`src/rtl/lc3b_rob.sv`:
```
// 8-entry circular reorder buffer: CDB capture, in-order single-issue commit to the regfile.
// Optional same-cycle CDB forwarding to lookups and commit: define ROB_CDB_BYPASS_EN.
package lc3b_rob_pkg;
  localparam int unsigned DATA_W = 16;
  localparam int unsigned CDB_TAG_W = 3;

  typedef struct packed {
    logic                 valid;
    logic [DATA_W-1:0]    data;
    logic [CDB_TAG_W-1:0] tag;
  } cdb_t;
endpackage

module lc3b_rob
  import lc3b_rob_pkg::*;
#(
  parameter int unsigned TAG_W = 3,
  parameter int unsigned DEPTH = 2 ** TAG_W
) (
  input  logic              clk,
  input  logic              reset,
  input  logic              flush,
  input  logic              alloc_req,
  input  logic [2:0]        alloc_dest,
  input  logic              alloc_regwrite,
  output logic [TAG_W-1:0]  alloc_tag,
  output logic              full,
  output logic              empty,
  input  cdb_t              cdb_in,
  input  logic [TAG_W-1:0]  rd_tag_a,
  output logic              rd_ready_a,
  output logic [DATA_W-1:0] rd_data_a,
  input  logic [TAG_W-1:0]  rd_tag_b,
  output logic              rd_ready_b,
  output logic [DATA_W-1:0] rd_data_b,
  output logic              commit_valid,
  output logic [TAG_W-1:0]  commit_tag,
  output logic [2:0]        commit_dest,
  output logic              commit_regwrite,
  output logic [DATA_W-1:0] commit_data
);

  localparam int unsigned CNT_W = TAG_W + 1;

`ifdef ROB_CDB_BYPASS_EN
  localparam bit BYPASS = 1'b1;
`else
  localparam bit BYPASS = 1'b0;
`endif

  logic [DEPTH-1:0]  valid_q;
  logic [DEPTH-1:0]  ready_q;
  logic [DEPTH-1:0]  regwrite_q;
  logic [2:0]        dest_q [DEPTH];
  logic [DATA_W-1:0] data_q [DEPTH];
  logic [TAG_W-1:0]  head_q;
  logic [TAG_W-1:0]  tail_q;
  logic [CNT_W-1:0]  count_q;

  logic alloc_fire;
  logic capture_fire;
  logic byp_a;
  logic byp_b;
  logic byp_head;

  assign full      = (count_q == CNT_W'(DEPTH));
  assign empty     = (count_q == '0);
  assign alloc_tag = tail_q;

  assign alloc_fire   = alloc_req & ~full & ~flush;
  assign capture_fire = cdb_in.valid & valid_q[cdb_in.tag] & ~ready_q[cdb_in.tag] & ~flush;

  // Forwarding hits: a broadcast in flight to the looked-up entry
  assign byp_a    = BYPASS & cdb_in.valid & (cdb_in.tag == rd_tag_a);
  assign byp_b    = BYPASS & cdb_in.valid & (cdb_in.tag == rd_tag_b);
  assign byp_head = BYPASS & cdb_in.valid & (cdb_in.tag == head_q);

  always_comb begin
    rd_ready_a = valid_q[rd_tag_a] & (ready_q[rd_tag_a] | byp_a);
    rd_data_a  = (byp_a && !ready_q[rd_tag_a]) ? cdb_in.data : data_q[rd_tag_a];
    rd_ready_b = valid_q[rd_tag_b] & (ready_q[rd_tag_b] | byp_b);
    rd_data_b  = (byp_b && !ready_q[rd_tag_b]) ? cdb_in.data : data_q[rd_tag_b];
  end

  // Head retirement; a pending flush squashes it
  always_comb begin
    commit_valid    = valid_q[head_q] & (ready_q[head_q] | byp_head) & ~flush;
    commit_tag      = head_q;
    commit_dest     = dest_q[head_q];
    commit_regwrite = commit_valid & regwrite_q[head_q];
    commit_data     = (byp_head && !ready_q[head_q]) ? cdb_in.data : data_q[head_q];
  end

  always_ff @(posedge clk or posedge reset) begin
    if (reset) begin
      valid_q    <= '0;
      ready_q    <= '0;
      regwrite_q <= '0;
      head_q     <= '0;
      tail_q     <= '0;
      count_q    <= '0;
      for (int i = 0; i < DEPTH; i++) begin
        dest_q[i] <= '0;
        data_q[i] <= '0;
      end
    end else if (flush) begin
      valid_q <= '0;
      ready_q <= '0;
      head_q  <= '0;
      tail_q  <= '0;
      count_q <= '0;
    end else begin
      if (capture_fire) begin
        data_q[cdb_in.tag]  <= cdb_in.data;
        ready_q[cdb_in.tag] <= 1'b1;
      end
      // Commit clear follows capture so a forwarded head retires cleanly
      if (commit_valid) begin
        valid_q[head_q] <= 1'b0;
        ready_q[head_q] <= 1'b0;
        head_q          <= TAG_W'(head_q + 1'b1);
      end
      if (alloc_fire) begin
        valid_q[tail_q]    <= 1'b1;
        ready_q[tail_q]    <= 1'b0;
        regwrite_q[tail_q] <= alloc_regwrite;
        dest_q[tail_q]     <= alloc_dest;
        data_q[tail_q]     <= '0;
        tail_q             <= TAG_W'(tail_q + 1'b1);
      end
      count_q <= count_q + CNT_W'(alloc_fire) - CNT_W'(commit_valid);
    end
  end

endmodule
```
`config.mk`:
```
export PLATFORM = sky130hd
export DESIGN_NAME = lc3b_rob
export DESIGN_NICKNAME = d
export VERILOG_FILES = /design/src/rtl/lc3b_rob.sv
export SDC_FILE = /design/constraint.sdc
export NUM_CORES = 1
export LEC_CHECK = 0
export CELL_PAD_IN_SITES_DETAIL_PLACEMENT = 1
export CELL_PAD_IN_SITES_GLOBAL_PLACEMENT = 1
export CORE_ASPECT_RATIO = 1.2
export CORE_UTILIZATION = 44
export CTS_BUF_LIST = sky130_fd_sc_hd__clkbuf_2
export DETAILED_ROUTE_END_ITERATION = 10
export HOLD_SLACK_MARGIN = 0.02
export PLACE_DENSITY = 0.82
export SLEW_MARGIN = 20
export SYNTH_ARGS = -nofsm -noshare
export SYNTH_HDL_FRONTEND = slang
export SYNTH_SLANG_ARGS = --single-unit
```
`constraint.sdc`:
```
create_clock -name clk -period 6.05 [get_ports clk]
set_input_delay 1.21 -clock clk [delete_from_list [all_inputs] [get_ports clk]]
set_output_delay 1.21 -clock clk [all_outputs]
set_load 0.01 [all_outputs]
```
==> images/io_placement.png <==
Pins as bars across the die edge, other pins in grey.
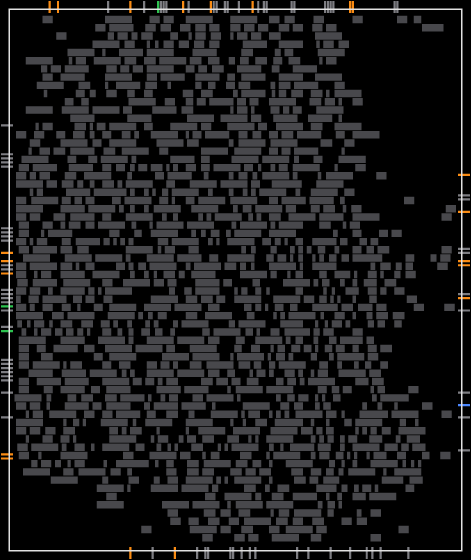
| colour | port | pins | direction | edge |
|---|---|---|---|---|
| blue | commit_valid | 1 | output | right |
| orange | cdb_in | 20 | input | 8 top, 5 right, 5 left, 2 bottom |
| green | rd_tag_a | 3 | input | 2 left, 1 top |
all pins by edge: 32 left, 31 top, 19 bottom, 15 right

==> images/clocks.png <==
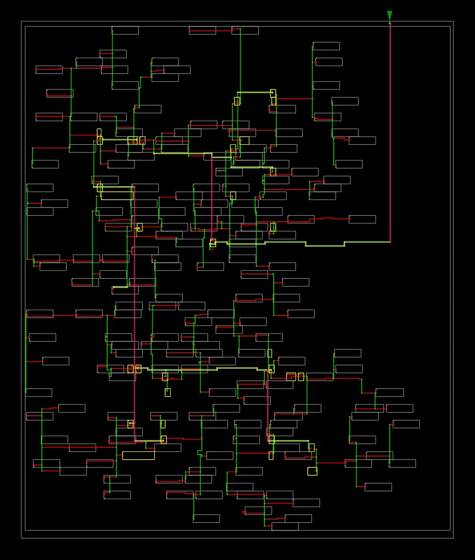
clk sinks: 186
clock buffers: 18
clk_skew: 0.0333 ns
clock-net power: 0.641 mW

==> images/flops_by_reg.png <==
Bar = 50 um. Other sequential cells in the stronger grey, the rest of the logic in the fainter grey.
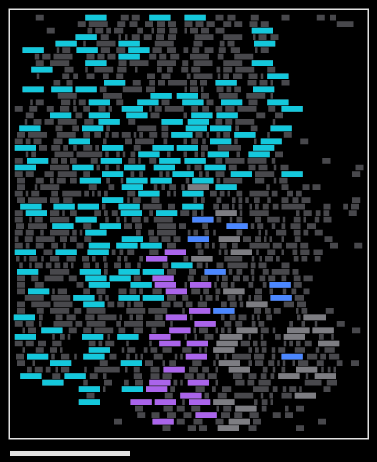
| colour | netlist name | sequential cells |
|---|---|---|
| blue | valid_q | 8 |
| purple | dest_q | 24 |
| cyan | data_q | 128 |
not coloured: 26

==> images/logic_types.png <==
Bar = 50 um.
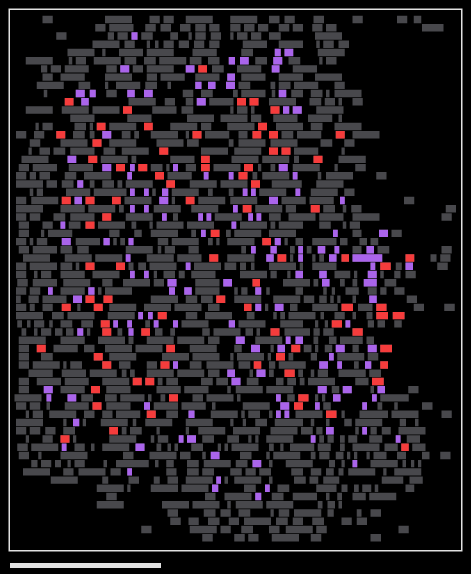
| colour | family | cells |
|---|---|---|
| red | non-inverting ao/oa cells | 88 |
| purple | aoi and oai cells | 150 |

==> images/wires.png <==
Two of the layers only.
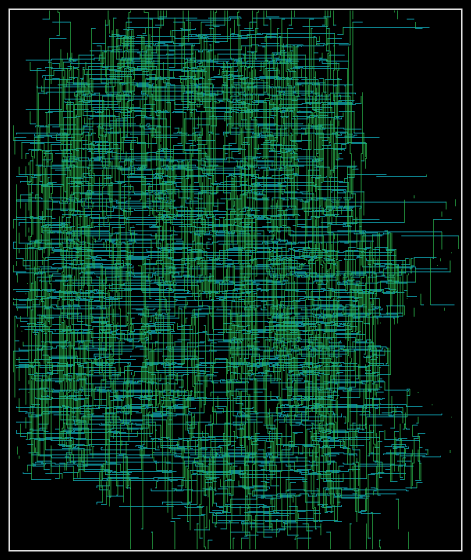
| colour | layer | wire length |
|---|---|---|
| cyan | metal 1 | 15,300 um |
| green | metal 2 | 18,900 um |

==> impl_metrics.csv <==
group,metric,value,unit
die,core-area,25500,um^2
final_timing,slew_viol_final,0,
cts,clk_path_buf_depth,2,
cells_and_area,area_growth,12.6,%
final_timing,relSlewSlack,0.231,
cells_and_area,comb_share,0.489,
synth,synth.logic.top_family,"multiplexers",
power,vdd_ir_drop_max,105,uV
power,fin_total_pwr,2.57,mW
min_path,holdCritStartpoint,"dest_q[4]",
cells_and_area,largest_register_ffs,128,
die,floorplan.core_util,0.448,
cells_and_area,buf_share,0.0937,
cells_and_area,reg_top3,"data_q (128), dest_q (24)",
detailed_routing,viasPerCell,6.86,
cts,path_clk_slew,0.26,ns
final_timing,finalHoldViolCount,0,
global_route,grt_pass1_wl,60200,um
cts,cts_htree_levels,4,
synth,ys_sh_simple,0.0883,
detailed_routing,ant_nets,0,
cells_and_area,drive_above_1_share,0.242,
setup_path,r2r-start,"commit_tag[1]",
place,dp_hpwl,24800,um
synth,mux_share,0.289,
status,outcome,"completed",
final_timing,tightestPinTransition,1.14,ns
global_route,grt_start_max_net_pins,187,
setup_path,reg2regPathDepth,11,
detailed_routing,dr.max_layer_used,"met4",
synth,top_cells_by_count,"dfrtp_1 (186), mux2_2 (90), mux2i_1 (74), nor2_1 (73), mux4_2 (68)",
synth,async_reset_ff_frac,1.00,
cells_and_area,buffers_excl_clock,127,
cts,cts_resized,0,
setup_path,reg2reg_slack,1.87,ns
die,ios,97,
setup_path,cp_max_fo,38,
cells_and_area,lay_top_count,"dfrtp_1",
cts,cts_buffers,17,
synth,ys_sh_xor,0.00306,
synth,floorplan.nets,1032,
flow_run,warning_count,29,
## where the power goes
| group | switching (mW) | total [mW] | internal (mW) | leakage (nW) |
|---|---|---|---|---|
| Clock | 0.454 | 0.641 | 0.187 | 0.140 |
| Sequential | 0.0804 | 1.42 | 1.34 | 2.56 |
| Combinational | 0.258 | 0.508 | 0.250 | 2.79 |
## how the worst min path moves through the flow
stage	slack, ns	end
floorplan	0.44	regwrite_q[6]
global placement	0.46	dest_q[5]
detailed placement	0.48	dest_q[3]
CTS	0.54	dest_q[4]
global route	0.56	regwrite_q[5]
finish	0.53	dest_q[4]
## stage by stage
step	instance area, um^2	std cells
after floorplan	11400	989
after global placement	12600	1342
after detailed placement	12600	1342
after CTS	12800	1374
after global routing	12900	1376
final	12900	1376
Power and IR drop assume default switching activity.
